### src/rtl/serial_subtractor.sv
// serial_subtractor
//   Bit-serial unsigned subtractor. An accepted request loads both operands
//   into shift registers; one difference bit is produced per clock, LSB
//   first, through a full-subtractor cell with a one-bit borrow register.
//   After WIDTH bits the result and final borrow are registered and DONE
//   pulses for one cycle.
//
//   Build option:
//     SERSUB_SAT_EN  when defined, a result that ends with borrow=1 loads
//                    D=0 (unsigned saturating subtract). BOUT still reads 1.
//
//   Ports:
//     CLK    sole clock, rising edge
//     RST    asynchronous active-high reset
//     START  request, sampled only in IDLE
//     A, B   minuend / subtrahend, sampled on the accepting edge only
//     D      registered difference
//     BOUT   registered final borrow (1 = A < B)
//     BUSY   high while an operation is in progress
//     DONE   one-cycle pulse marking the update of D and BOUT
//
//   state | meaning
//   ------+----------------------------------------------------
//   IDLE  | waiting for START; D/BOUT hold the last result
//   RUN   | one bit processed per edge, WIDTH edges in total
module serial_subtractor #(
  parameter int WIDTH = 8
) (
  input  logic             CLK,
  input  logic             RST,
  input  logic             START,
  input  logic [WIDTH-1:0] A,
  input  logic [WIDTH-1:0] B,
  output logic [WIDTH-1:0] D,
  output logic             BOUT,
  output logic             BUSY,
  output logic             DONE
);

  // Counter must be able to hold WIDTH itself without wrapping.
  localparam int CW = $clog2(WIDTH + 1);
  localparam logic [CW-1:0] LAST_BIT = CW'(WIDTH - 1);

  typedef enum logic {IDLE = 1'b0, RUN = 1'b1} state_t;

  state_t           state;
  state_t           state_nxt;
  logic [WIDTH-1:0] a_sh;
  logic [WIDTH-1:0] b_sh;
  logic [WIDTH-1:0] r_sh;
  logic [WIDTH-1:0] r_nxt;
  logic [CW-1:0]    cnt;
  logic             br;
  logic             br_nxt;
  logic             diff_bit;
  logic             accept;
  logic             last;

  always_ff @(posedge CLK or posedge RST) begin
    if (RST) state <= IDLE;
    else     state <= state_nxt;
  end

  always_comb begin
    state_nxt = state;
    accept    = 1'b0;
    last      = 1'b0;
    case (state)
      IDLE: begin
        if (START) begin
          accept    = 1'b1;
          state_nxt = RUN;
        end
      end
      RUN: begin
        if (cnt == LAST_BIT) begin
          last      = 1'b1;
          state_nxt = IDLE;
        end
      end
      default: state_nxt = IDLE;
    endcase
  end

  assign BUSY = (state == RUN);

  // Full-subtractor cell on the current LSBs.
  assign diff_bit = a_sh[0] ^ b_sh[0] ^ br;
  assign br_nxt   = (~a_sh[0] & b_sh[0]) | (~(a_sh[0] ^ b_sh[0]) & br);
  // Difference bits enter at the MSB so that after WIDTH shifts bit 0 of
  // the result sits at bit 0 of r_sh.
  assign r_nxt    = {diff_bit, r_sh[WIDTH-1:1]};

  always_ff @(posedge CLK or posedge RST) begin
    if (RST) begin
      a_sh <= '0;
      b_sh <= '0;
      r_sh <= '0;
      br   <= 1'b0;
      cnt  <= '0;
    end else if (accept) begin
      a_sh <= A;
      b_sh <= B;
      br   <= 1'b0;
      cnt  <= '0;
    end else if (state == RUN) begin
      a_sh <= a_sh >> 1;
      b_sh <= b_sh >> 1;
      r_sh <= r_nxt;
      br   <= br_nxt;
      cnt  <= cnt + CW'(1);
    end
  end

  // Result registers only change on the completion edge, so an aborted
  // operation (reset mid-RUN) never disturbs them beyond the reset clear.
  always_ff @(posedge CLK or posedge RST) begin
    if (RST) begin
      D    <= '0;
      BOUT <= 1'b0;
      DONE <= 1'b0;
    end else begin
      DONE <= last;
      if (last) begin
        BOUT <= br_nxt;
`ifdef SERSUB_SAT_EN
        D    <= br_nxt ? '0 : r_nxt;
`else
        D    <= r_nxt;
`endif
      end
    end
  end

endmodule

### config.mk
export PLATFORM = sky130hd
export DESIGN_NAME = serial_subtractor
export DESIGN_NICKNAME = d
export VERILOG_FILES = /design/src/rtl/serial_subtractor.sv
export SDC_FILE = /design/constraint.sdc
export NUM_CORES = 1
export LEC_CHECK = 0
export CORE_AREA = 2 2 64 66
export CTS_BUF_LIST = sky130_fd_sc_hd__clkbuf_4 sky130_fd_sc_hd__clkbuf_8 sky130_fd_sc_hd__clkbuf_16
export DETAILED_ROUTE_END_ITERATION = 12
export DIE_AREA = 0 0 66 68
export GPL_ROUTABILITY_DRIVEN = 0
export PLACE_DENSITY = 0.68
export SLEW_MARGIN = 20
export SYNTH_ARGS = -nofsm -noshare
export SYNTH_HDL_FRONTEND = slang
export SYNTH_SLANG_ARGS = --single-unit
export TNS_END_PERCENT = 100
### constraint.sdc
create_clock -name CLK -period 1.3 [get_ports CLK]
set_input_delay 0.26 -clock CLK [delete_from_list [all_inputs] [get_ports CLK]]
set_output_delay 0.26 -clock CLK [all_outputs]
set_load 0.05 [all_outputs]
Figure 1. Pin placement.
Drawn at 6 px/um. Pins as bars across the die edge, other pins in grey.
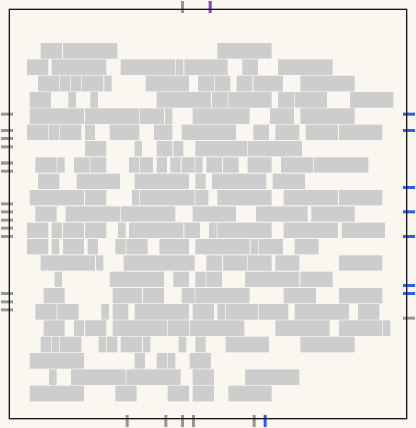
DONE: shown in purple, pins 1, direction output, edge top. D: shown in blue, pins 8, direction output, edge 7 right, 1 bottom.

Figure 2. Placed standard cells.
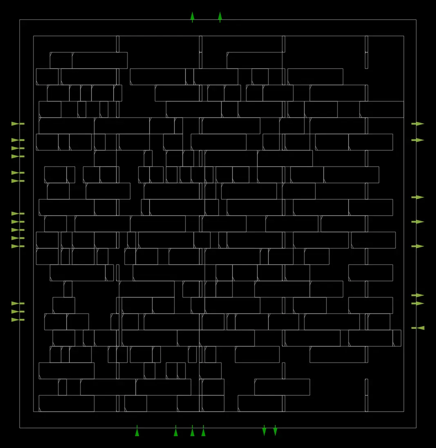
number of cells in the finished layout apart from fillers: 229
sequential cells: 39
number of well-tap cells placed: 50
Filler Cells Inserted: 314
flop share of the area: 0.402

Figure 3. I/O nets highlighted.
Drawn at 4 px/um.
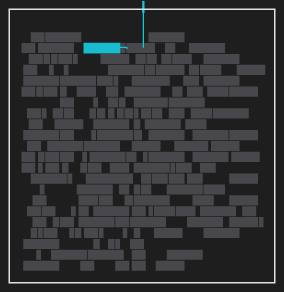
DONE: shown in cyan, direction output, edge top, end cells 1, buffers 1, wire 11.2 um.
Port Buffer Count: 29
count of pins on the block boundary: 30

Figure 4. Cells by drive strength.
Drawn at 6 px/um.
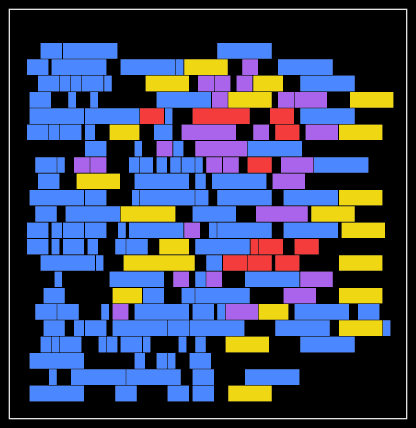
_3 and _4 cells: shown in purple, cells 26. _6 and larger: shown in yellow, cells 21. _2 cells: shown in red, cells 11. _0 and _1 cells: shown in blue, cells 121.
worst setup slack after layout: 19.4 ps
Non-Filler Cell Area, Final: 2430 sq um

[Yosys cell counts]
master                      n
sky130_fd_sc_hd__mux2i_1   16
sky130_fd_sc_hd__clkbuf_1   3
sky130_fd_sc_hd__o21ai_0   18
sky130_fd_sc_hd__dfrtp_1   39
sky130_fd_sc_hd__nand2_1   16
sky130_fd_sc_hd__nand4b_4   1
sky130_fd_sc_hd__o31ai_1    1
sky130_fd_sc_hd__inv_1      4
sky130_fd_sc_hd__mux2_4     7
sky130_fd_sc_hd__nand2b_1   2
sky130_fd_sc_hd__buf_2      1
sky130_fd_sc_hd__buf_6      3
sky130_fd_sc_hd__nor2_1     4
sky130_fd_sc_hd__ha_1       1
sky130_fd_sc_hd__nand4_1    1
sky130_fd_sc_hd__mux2_2     9
sky130_fd_sc_hd__buf_4      1
sky130_fd_sc_hd__a22o_1     1
sky130_fd_sc_hd__nand3_1    1
sky130_fd_sc_hd__fa_1       1
sky130_fd_sc_hd__nor2b_1    1
[metrics by stage]
stage / util / instances / cell area [sq um]
2_1_floorplan: - / 131 / 1680
3_3_place_gp: 0.569 / 211 / 2190
3_5_place_dp: 0.569 / 211 / 2190
4_1_cts: 0.615 / 223 / 2370
5_1_grt: 0.631 / 229 / 2430
6_report: 0.631 / 229 / 2430
[per-layer routing]
metal,wire length [um],up-vias
met1,1460,533
met2,1630,28
li1,-,550
met5,0,-
met3,158,5
met4,40,0
[worst max path at each step]
stage / depth (start not counted) / startpoint / endpoint
finish: 2 / a_sh[0]$_DFFE_PP0P_ / D[7]$_DFFE_PP0P_
global route: 2 / a_sh[0]$_DFFE_PP0P_ / D[7]$_DFFE_PP0P_
CTS: 2 / BUSY$_DFF_PP0_ / BUSY
detailed placement: 5 / START / cnt[2]$_DFFE_PP0P_
global placement: 4 / START / cnt[0]$_DFFE_PP0P_
floorplan: 4 / BUSY$_DFF_PP0_ / D[0]$_DFFE_PP0P_
[critical path, cell delays in order (launching register included)]
cell                      delay, ps
sky130_fd_sc_hd__dfrtp_1        410
sky130_fd_sc_hd__fa_1           480
sky130_fd_sc_hd__mux2_4         280
[repair_timing]
item	4_1_cts	5_1_grt
pin swaps	2	1
gates cloned	2	1
setup buffers	3	5
endpoints found under the setup margin	11	4
hold endpoints to repair	0	0
gates resized	3	1
[logic make-up after synthesis]
family / Yosys count
AND-OR/OR-AND: 20
flip-flops: 39
multiplexers: 32
buffers and inverters: 12
adder cells (fa/ha/maj): 2
AND/OR/NAND/NOR: 26
[registers in the layout, summed over array words and instances (netlist names)]
signal  count
cnt         4
D           8
DONE        1
a_sh        8
BOUT        1
BUSY        1
r_sh        7
b_sh        8
br          1
[layout make-up]
| type | instances | area, sq um | area share |
|---|---|---|---|
| Timing Repair Buffer | 48 | 623 | 0.256 |
| Tap cell | 50 | 62.6 | 0.0257 |
| Inverter | 4 | 15.0 | 0.00617 |
| Multi-Input combinational cell | 81 | 671 | 0.276 |
| Sequential cell | 39 | 977 | 0.402 |
| Clock buffer | 7 | 83.8 | 0.0345 |
[where the power goes]
part	total (uW)	switching, uW	leakage (uW)	internal, uW
clock network	798	387	0.0000452	411
registers	2160	423	0.000495	1730
logic	3020	1320	0.000613	1700
==> run summary <==
Implementation results are summarized by area below.

Status
The run finished with clean final reports.

Clock tree
Hold repair after CTS inserted 0 buffers. The clock reaches the later pin of the worst-skew pair after 290 ps. The number of clock buffers added by TritonCTS is 5. The number of sinks driven by the clock tree is 39.

After clock tree synthesis, the clock-pin slew on the worst setup and hold paths is 70 ps. Looking at the clock tree report, the H-tree level count equals 2. The TritonCTS clock tree is done. The CTS root buffer is sky130_fd_sc_hd__clkbuf_8. The clock passes through at most 2 buffers.

STA
The setup TNS is 0 ps. The count of pins over their slew limit is 0. Setup repair after global routing could not meet its margin everywhere. From the final report, the count of setup violators was given as 0. The clock period could shrink to 1280 ps.

The final count of hold timing violations is 0.

Floorplan
In this run the full chip footprint comes out at approximately 4500 sq um. The core area is between 3000 and 4000 sq um. The die span in y is 68 um.

The horizontal die dimension reported for this design is about 66 um. The fraction of the core area occupied by cells at floorplan is 0.436.

Global routing
The wire length of the first global-routing pass is 5230 um. The met3 routing resource usage after global routing is 0.0510. The met1 track utilization from global routing is 0.188.

The total overflow left after global routing is 0. The via count of the first global-routing pass is ~1,100. The layer flagged by global routing as most heavily used is met2. The number of antenna violations at the first check in global routing is 0. The global routing report lists met2 layer usage as 0.268. The pin count of the biggest net entering global routing is 40.

Setup path
The arrival time at the worst endpoint is 1450 ps. The category of the worst setup path capture point is a register. The setup path with the least slack is of type reg -> reg.

STA puts the critical path data required time at around 1500 ps. The report shows a maximum critical-path fanout of 2. The terminus of the critical flop-to-flop path is D[7]$_DFFE_PP0P_. Measured in cells, the most critical reg-to-reg path has a length of 2. The type of origin of the critical path is a register. The timing report gives the worst reg2reg path a setup slack of 20 ps. Per the timing report, the most critical flop-to-flop path originates at a_sh[0]$_DFFE_PP0P_.

Synthesis
The portion of synthesized area spent on multiplexers is 0.218. The number of different library cells used by synthesis comes to 21. The aoi/oai-family share of the synthesized area is 0.0632. Looking at area per cell type in the netlist, the leader is sky130_fd_sc_hd__dfrtp_1.

After technology mapping, the gate count stands at around 130. By area the synthesized netlist is led by sky130_fd_sc_hd__dfrtp_1, sky130_fd_sc_hd__mux2i_1, sky130_fd_sc_hd__mux2_4. The cell-mix breakdown from Yosys lists the adder-cell area share as 0.0193.

The post-synth register bit count is 39. The top-area cell type share of the netlist area is 0.580. The xor and xnor area share after synthesis is 0. The biggest combinational cell group after synthesis is multiplexers.

The yosys synthesis chip area is 1680 sq um. The post-synth design cell area is 1680 sq um. The sequential cell area fraction in the yosys report is 0.580.

The average cell area after synthesis is ~13 sq um.

Power and ir drop
The static leakage is 0.00115 uW. Overall power consumption after layout is estimated at 5980 uW. The worst-case IR drop observed on VDD is 0.00117 V.

Drt
Before antenna repair, the detailed router went through 2 iterations. The detail route stage leaves a number of antenna-violating nets equal to 0. For this block, the via count after detailed routing is about 1,100. The DRC violation count after routing is 0.

The via density per instance is 4.87. The final routed wire length divided by cell count is 14.3 um. The total wire length is 3280 um.

Final layout
The share of layout cells above drive strength 1 is 0.324. The repair_antennas step left the layout with diodes totalling 0. Per the run report, area growth between synthesis and finish was 44.5%. Counting only logic cells after layout, the most numerous master is sky130_fd_sc_hd__dfrtp_1. For this run, the post-layout net count is 200. The library cells used most frequently in the layout, excluding fill and tap cells, are sky130_fd_sc_hd__dfrtp_1, sky130_fd_sc_hd__o21ai_0, sky130_fd_sc_hd__clkdlybuf4s50_1, sky130_fd_sc_hd__nand2_1, sky130_fd_sc_hd__mux2i_1.

Place
According to the dpl log, the detail-placed design has an HPWL of about 2000 um. The post-placement setup slack is -144 ps.

Run
The number of max-cap violations is 0.

Min path
The path category of the worst min-delay check is in -> async.
Power is estimated from default activity; no workload was simulated.
